### src/rtl/gmii_tx_arb.sv
// Two-port round-robin GMII transmit arbiter: frames each granted byte stream with
// preamble/SFD, pads short frames, flags underrun/overlength with txer and enforces the IFG.
module gmii_tx_arb #(
    parameter int PREAMBLE_LEN = 7,
    parameter int IFG_CYCLES   = 12,
    parameter int MIN_LEN      = 60,
    parameter int MAX_LEN      = 1514
) (
    input  logic       sys_clk,
    input  logic       reset,
    input  logic [7:0] s0_data,
    input  logic       s0_valid,
    input  logic       s0_last,
    output logic       s0_ready,
    input  logic [7:0] s1_data,
    input  logic       s1_valid,
    input  logic       s1_last,
    output logic       s1_ready,
    output logic [7:0] txd,
    output logic       txen,
    output logic       txer,
    output logic [1:0] grant
);
    typedef enum logic [2:0] {IDLE, PRE, SFD, DATA, PAD, DRAIN, IFG} state_t;

    localparam logic [15:0] PRE_LAST = 16'(PREAMBLE_LEN - 1);
    localparam logic [15:0] IFG_LAST = 16'(IFG_CYCLES - 1);
    localparam logic [10:0] MIN_L    = 11'(MIN_LEN);
    localparam logic [10:0] MAX_L    = 11'(MAX_LEN);

    state_t      state_r, state_nx_s;
    logic [15:0] tmr_r, tmr_nx_s;
    logic [10:0] cnt_r, cnt_nx_s, cnt_inc_s;
    logic [7:0]  byte_buf_r, byte_buf_nx_s;
    logic        buf_pend_r, buf_pend_nx_s;
    logic        err_pend_r, err_pend_nx_s;
    logic        seen_last_r, seen_last_nx_s;
    logic [1:0]  grant_r, grant_nx_s;
    logic        last_grant_r, last_grant_nx_s;
    logic [7:0]  txd_r, txd_nx_s;
    logic        txen_r, txen_nx_s, txer_r, txer_nx_s;
    logic        g_valid_s, g_last_s, rdy_en_s, pick1_s, done_s, acc_last_s;
    logic [7:0]  g_data_s;

    // Route the granted port's stream and gate its ready.
    always_comb begin
        if (grant_r[1]) begin
            g_valid_s = s1_valid;
            g_last_s  = s1_last;
            g_data_s  = s1_data;
        end else begin
            g_valid_s = s0_valid;
            g_last_s  = s0_last;
            g_data_s  = s0_data;
        end
        rdy_en_s = (state_r == SFD) || (state_r == DATA) || ((state_r == DRAIN) && !seen_last_r);
        s0_ready = grant_r[0] & rdy_en_s;
        s1_ready = grant_r[1] & rdy_en_s;
    end

    // Next-state and next-output logic; one payload byte is buffered for the 1-cycle latency.
    always_comb begin
        state_nx_s      = state_r;
        tmr_nx_s        = tmr_r;
        cnt_nx_s        = cnt_r;
        cnt_inc_s       = cnt_r + 11'd1;
        byte_buf_nx_s   = byte_buf_r;
        buf_pend_nx_s   = buf_pend_r;
        err_pend_nx_s   = err_pend_r;
        seen_last_nx_s  = seen_last_r;
        grant_nx_s      = grant_r;
        last_grant_nx_s = last_grant_r;
        txd_nx_s        = 8'h00;
        txen_nx_s       = 1'b0;
        txer_nx_s       = 1'b0;
        pick1_s         = 1'b0;
        done_s          = 1'b0;
        acc_last_s      = 1'b0;
        case (state_r)
            IDLE: begin
                if (s0_valid || s1_valid) begin
                    pick1_s         = s1_valid && (!s0_valid || !last_grant_r);
                    grant_nx_s      = pick1_s ? 2'b10 : 2'b01;
                    last_grant_nx_s = pick1_s;
                    cnt_nx_s        = 11'd0;
                    tmr_nx_s        = 16'd0;
                    buf_pend_nx_s   = 1'b0;
                    err_pend_nx_s   = 1'b0;
                    seen_last_nx_s  = 1'b0;
                    state_nx_s      = PRE;
                end else begin
                    state_nx_s = IDLE;
                end
            end
            PRE: begin
                txd_nx_s  = 8'h55;
                txen_nx_s = 1'b1;
                if (tmr_r == PRE_LAST) begin
                    state_nx_s = SFD;
                    tmr_nx_s   = 16'd0;
                end else begin
                    tmr_nx_s = tmr_r + 16'd1;
                end
            end
            SFD, DATA: begin
                txd_nx_s  = (state_r == SFD) ? 8'hD5 : byte_buf_r;
                txen_nx_s = 1'b1;
                if (g_valid_s) begin
                    byte_buf_nx_s = g_data_s;
                    cnt_nx_s      = cnt_inc_s;
                    if (g_last_s) begin
                        state_nx_s    = PAD;
                        buf_pend_nx_s = 1'b1;
                    end else if (cnt_inc_s == MAX_L) begin
                        // Overlength: flush this byte, then flag the error.
                        state_nx_s    = DRAIN;
                        buf_pend_nx_s = 1'b1;
                        err_pend_nx_s = 1'b1;
                    end else begin
                        state_nx_s = DATA;
                    end
                end else begin
                    state_nx_s    = DRAIN;
                    buf_pend_nx_s = 1'b0;
                    err_pend_nx_s = 1'b1;
                end
            end
            PAD: begin
                txen_nx_s = 1'b1;
                if (buf_pend_r) begin
                    txd_nx_s      = byte_buf_r;
                    buf_pend_nx_s = 1'b0;
                    done_s        = (cnt_r >= MIN_L);
                end else begin
                    txd_nx_s = 8'h00;
                    cnt_nx_s = cnt_inc_s;
                    done_s   = (cnt_inc_s >= MIN_L);
                end
                if (done_s) begin
                    state_nx_s = IFG;
                    grant_nx_s = 2'b00;
                    tmr_nx_s   = 16'd0;
                end else begin
                    state_nx_s = PAD;
                end
            end
            DRAIN: begin
                acc_last_s = g_valid_s && g_last_s && !seen_last_r;
                if (buf_pend_r) begin
                    txd_nx_s      = byte_buf_r;
                    txen_nx_s     = 1'b1;
                    buf_pend_nx_s = 1'b0;
                end else if (err_pend_r) begin
                    txen_nx_s     = 1'b1;
                    txer_nx_s     = 1'b1;
                    err_pend_nx_s = 1'b0;
                end else begin
                    txen_nx_s = 1'b0;
                end
                if (acc_last_s) begin
                    seen_last_nx_s = 1'b1;
                end else begin
                    seen_last_nx_s = seen_last_r;
                end
                if ((seen_last_r || acc_last_s) && !(buf_pend_r && err_pend_r)) begin
                    state_nx_s = IFG;
                    grant_nx_s = 2'b00;
                    tmr_nx_s   = 16'd0;
                end else begin
                    state_nx_s = DRAIN;
                end
            end
            IFG: begin
                if (tmr_r == IFG_LAST) begin
                    state_nx_s = IDLE;
                    tmr_nx_s   = 16'd0;
                end else begin
                    tmr_nx_s = tmr_r + 16'd1;
                end
            end
            default: begin
                state_nx_s = IDLE;
                grant_nx_s = 2'b00;
            end
        endcase
    end

    // State and registered GMII outputs.
    always_ff @(posedge sys_clk) begin
        if (reset) begin
            state_r      <= IDLE;
            tmr_r        <= 16'd0;
            cnt_r        <= 11'd0;
            byte_buf_r   <= 8'h00;
            buf_pend_r   <= 1'b0;
            err_pend_r   <= 1'b0;
            seen_last_r  <= 1'b0;
            grant_r      <= 2'b00;
            last_grant_r <= 1'b1;
            txd_r        <= 8'h00;
            txen_r       <= 1'b0;
            txer_r       <= 1'b0;
        end else begin
            state_r      <= state_nx_s;
            tmr_r        <= tmr_nx_s;
            cnt_r        <= cnt_nx_s;
            byte_buf_r   <= byte_buf_nx_s;
            buf_pend_r   <= buf_pend_nx_s;
            err_pend_r   <= err_pend_nx_s;
            seen_last_r  <= seen_last_nx_s;
            grant_r      <= grant_nx_s;
            last_grant_r <= last_grant_nx_s;
            txd_r        <= txd_nx_s;
            txen_r       <= txen_nx_s;
            txer_r       <= txer_nx_s;
        end
    end

    assign txd   = txd_r;
    assign txen  = txen_r;
    assign txer  = txer_r;
    assign grant = grant_r;
endmodule

### config.mk
export PLATFORM = sky130hd
export DESIGN_NAME = gmii_tx_arb
export DESIGN_NICKNAME = d
export VERILOG_FILES = /design/src/rtl/gmii_tx_arb.sv
export SDC_FILE = /design/constraint.sdc
export NUM_CORES = 1
export LEC_CHECK = 0
export CAP_MARGIN = 20
export CORE_AREA = 2 2 106 108
export CTS_CLUSTER_DIAMETER = 60
export DETAILED_ROUTE_END_ITERATION = 7
export DIE_AREA = 0 0 108 110
export PLACE_DENSITY_LB_ADDON = 0.1
export SETUP_SLACK_MARGIN = 0.3
export SYNTH_ARGS = -nofsm -noshare
export SYNTH_HDL_FRONTEND = slang
export SYNTH_SLANG_ARGS = --single-unit
### constraint.sdc
create_clock -name sys_clk -period 2.5 [get_ports sys_clk]
set_input_delay 0.5 -clock sys_clk [delete_from_list [all_inputs] [get_ports sys_clk]]
set_output_delay 0.5 -clock sys_clk [all_outputs]
set_load 0.01 [all_outputs]
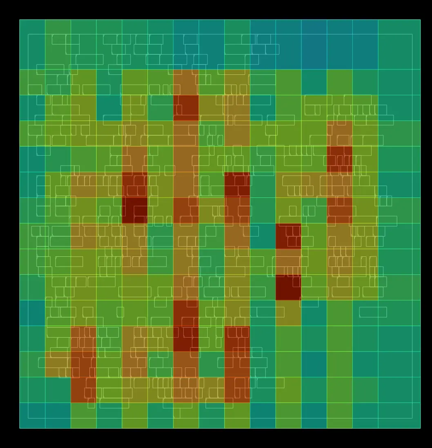
Figure 1: run 1, routing congestion map.
Post-Route Utilization: 0.382
met1 Track Usage GR: 0.215

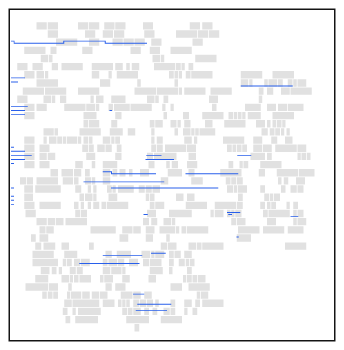
Figure 2: run 1, met3 routing.
Drawn at 3 px/micron. Cells faint in the background.
longest straight run: 35.4 microns
share of all routed wire: 3.4%
nets with wire on the layer: 29
main direction: horizontal
wire length on this layer: 291 microns

==> Slide: Implementation Results, run 1 <==
Flow Results at a Glance

Status
  – Status: finished clean

Place
  – Post-DP Area: 3850 sq um
  – Cells after DPL: 584
  – Post-DP HPWL: 6.17 mm

Setup path
  – CP max stage delay: 0.51 ns
  – Crit path depth: 8
  – Worst EP arrival: 2.45 ns
  – CP delay by family, top: simple AND/OR/NAND/NOR gates
  – Critical path endpoint: buf_pend_r

Floorplanning
  – Num ports: 36
  – Init Core Util: 0.296

Yosys
  – Synthesized cell area: between 3000 and 4000 sq um
  – Aoi share: 0.218

Global routing
  – Largest net degree at the start of global routing: 27
  – Met3 usage: 0.0282
  – Global-route wire length before repair: 14.8 mm

Drt
  – Met3 Wirelength: 290 microns
  – Starting DRT DRC Count: 212
  – Number of remaining DRC errors: 0

Power
  – P_sw: 905 uW
  – Cell Pwr Density: 610 nW/um^2

Layout
  – Clk cell area share: 0.0230
  – Dominant logic cell type in the layout: dfxtp_1
  – Layout cells sized above 1: 0.180
  – Data buffer area share: 0.163
  – Registers: 54

STA
  – Setup tns final: 0 ns
  – Post-layout period usage: 0.891
  – Hold_ws: 0.470 ns

Clocking
  – H-tree depth: 2
  – Clock buffer depth: 2
  – CTS tree: done
  – Setup bufs post-CTS: 2
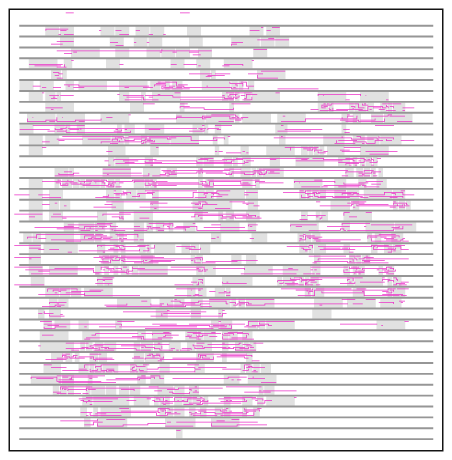
Figure 3: run 1, the metal 1 layer.
Drawn at 4 px/micron. Supply wires on this layer in grey. Cells faint in the background.
nets with wire on the layer: 447
main direction: horizontal
wire length on this layer: 4320 microns
longest straight run: 38.6 microns
share of all routed wire: 50%

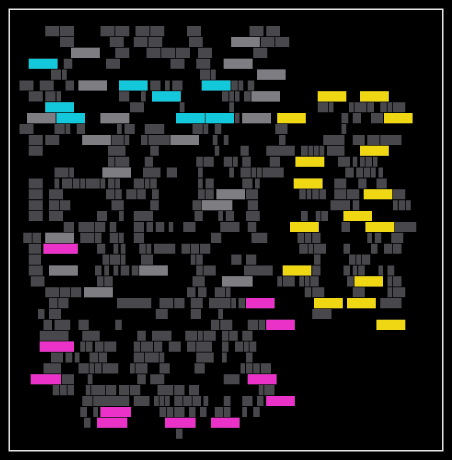
Figure 4: run 1, sequential cells grouped by signal name.
Drawn at 4 px/micron.
| colour | signal | flops |
|---|---|---|
| yellow | `tmr_r` | 16 |
| magenta | `cnt_r` | 11 |
| cyan | `byte_buf_r` | 8 |
not coloured: 19

## Run 2: what changed since run 1
--- a/config.mk
+++ b/config.mk
@@ -6,10 +6,10 @@
 export NUM_CORES = 1
 export LEC_CHECK = 0
 export CAP_MARGIN = 20
-export CORE_AREA = 2 2 106 108
+export CORE_AREA = 2 2 92 94
 export CTS_CLUSTER_DIAMETER = 60
 export DETAILED_ROUTE_END_ITERATION = 7
-export DIE_AREA = 0 0 108 110
+export DIE_AREA = 0 0 94 96
 export PLACE_DENSITY_LB_ADDON = 0.1
 export SETUP_SLACK_MARGIN = 0.3
 export SYNTH_ARGS = -nofsm -noshare
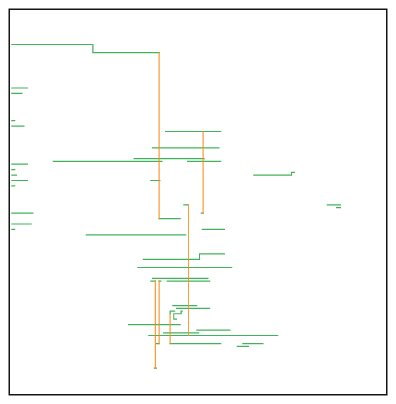
Figure 5: run 2, metal layers overlaid.
Drawn at 4 px/micron. Two of the layers only.
| colour | layer | wire length |
|---|---|---|
| green | metal 3 | 383 microns |
| orange | metal 4 | 139 microns |

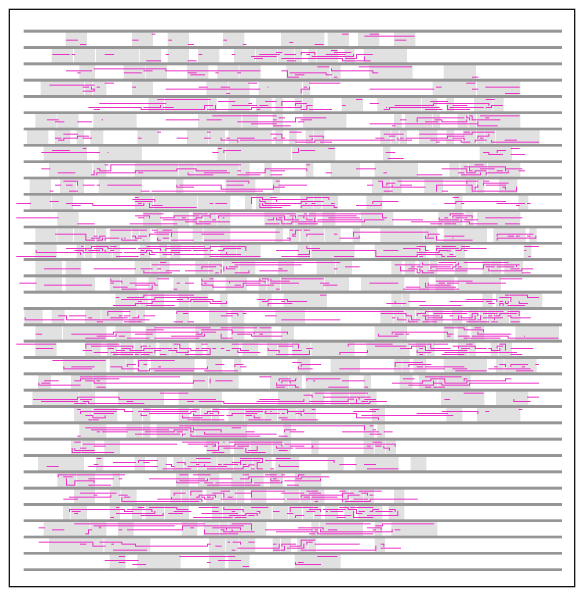
Figure 6: run 2, the metal 1 layer.
Drawn at 6 px/micron. Supply wires on this layer in grey. Cells faint in the background.
share of all routed wire: 48%
main direction: horizontal
nets with wire on the layer: 443

==> run 2 against run 1 <==
  * Clock skew rose by 0.0015 ns
  * Worst setup slack improved by 0.015 ns
  * First-iteration DRC count is 7.1% higher
  * Largest cell class unchanged
  * Highest routed layer unchanged
==> Slide: Implementation Results, run 2 <==
Flow Results at a Glance

Floorplanning
  – Init Core Util: 0.393 (+0.0973)
  – Die Wd: 94 microns
  – Num ports: 36 (unchanged)
  – DIE AREA: 9020 sq um

Setup path
  – CP max stage delay: 0.51 ns (about the same)
  – Worst EP arrival: 2.42 ns (-0.03 ns)
  – CP endpoint kind: register
  – Critical path endpoint: buf_pend_r
  – Crit path depth: 8 (unchanged)
  – CP delay by family, top: simple AND/OR/NAND/NOR gates

Global routing
  – Largest net degree at the start of global routing: 30 (+11%)
  – Met3 usage: 0.0305 (+0.00232)
  – Global-route wire length before repair: 13.6 mm (-7.5%)
  – Met1 Track Usage GR: 0.258 (+0.0426)

Power
  – Cell Int Power: between 1500 and 2000 uW
  – P_sw: 890 uW (-1.7%)
  – LEAKAGE: 0.00151 uW
  – Cell Pwr Density: 627 nW/um^2 (+2.8%)

Yosys
  – Aoi share: 0.218 (unchanged)
  – Adder Share, Synth: 0.0197
  – Synthesized cell area: 3170 sq um (unchanged)

Place
  – Post-DP HPWL: 5.79 mm (-6.2%)
  – Cells after DPL: 549 (-6.0%)
  – Post-DP Area: 3790 sq um (-1.5%)

Drt
  – Starting DRT DRC Count: 227 (+7.1%)
  – Number of remaining DRC errors: 0 (unchanged)

Clocking
  – Setup bufs post-CTS: 4 (+2)
  – CTS tree: done
  – H-tree depth: 2 (unchanged)
  – Clock buffer depth: 2 (unchanged)
  – CTS Root Cell: clkbuf_8

STA
  – Endpoints failing setup: 0
  – Hold_ws: 0.462 ns (-0.00845 ns)
  – Setup tns final: 0 ns (unchanged)
  – Post-layout period usage: 0.885 (-0.00593)

Layout
  – Layout cells sized above 1: 0.197 (+0.0163)
  – Clock buffer count: 5
  – Post-Route Utilization: 0.511 (+0.129)
  – Dominant logic cell type in the layout: dfxtp_1
  – Registers: 54 (unchanged)
  – Logic share of the area: 0.502
  – Regs by FF count: tmr_r (16), cnt_r (11)
  – Data buffer area share: 0.165 (+0.00246)
  – Clk cell area share: 0.0283 (+0.00531)

Status
  – Status: finished clean
## Run 3: what changed since run 2
--- a/config.mk
+++ b/config.mk
@@ -11,6 +11,7 @@
 export DETAILED_ROUTE_END_ITERATION = 7
 export DIE_AREA = 0 0 94 96
 export PLACE_DENSITY_LB_ADDON = 0.1
+export REMOVE_ABC_BUFFERS = 1
 export SETUP_SLACK_MARGIN = 0.3
 export SYNTH_ARGS = -nofsm -noshare
 export SYNTH_HDL_FRONTEND = slang
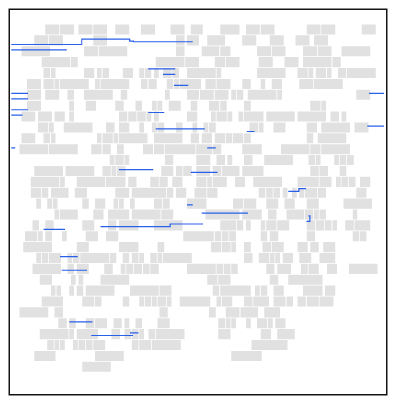
Figure 7: run 3, met3 routing.
Drawn at 4 px/micron. Cells faint in the background.
final wirelength: 8.14 mm
DR vias: 3125
met3 usage: 0.0274

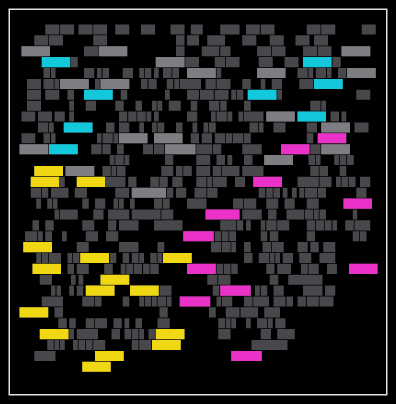
Figure 8: run 3, sequential cells grouped by signal name.
Drawn at 4 px/micron.
| colour | signal | flops |
|---|---|---|
| cyan | `byte_buf_r` | 8 |
| yellow | `tmr_r` | 16 |
| magenta | `cnt_r` | 11 |
not coloured: 19

==> run 3 against run 2 <==
  * Utilization down 1.4 points
  * Clock power down 9.2%
  * Routed wire length decreased by 1.1%
  * First-iteration DRC count is 42% lower
  * Design area is 2.8% lower
  * Via count decreased by 1.7%
  * Largest power group unchanged
  * Sequential cell count is the same
  * Critical path depth did not move
  * Critical path type unchanged
  * Sequential power up 1%
  * Sequential share of layout area increased by 0.90 points
  * Global-route usage fell by 0.42 points
  * Maximum frequency increased by 1.1%
==> Slide: Implementation Results, run 3 <==
Flow Results at a Glance

Setup path
  – CP endpoint kind: register
  – Crit path depth: 8 (unchanged)
  – CP max stage delay: 0.42 ns (-0.09 ns)

STA
  – Post-layout period usage: 0.875 (-0.00957)
  – Setup tns final: 0 ns (unchanged)

Floorplanning
  – Num ports: 36 (unchanged)

Layout
  – Layout cells sized above 1: 0.164 (-0.0324)
  – Data buffer area share: 0.157 (-0.00833)
  – Registers: 54 (unchanged)
  – Dominant logic cell type in the layout: dfxtp_1
  – Clock buffer count: 7 (+2)

Yosys
  – Aoi share: 0.218 (unchanged)
  – Adder Share, Synth: 0.0197 (unchanged)

Clocking
  – Clock buffer depth: 2 (unchanged)
  – Setup bufs post-CTS: 4 (unchanged)
  – CTS tree: done
  – CTS Root Cell: clkbuf_8
  – H-tree depth: 2 (unchanged)

Power
  – Cell Int Power: 1620 uW (-4.1%)

Status
  – Status: finished clean
Power is estimated from default activity; no workload was simulated.
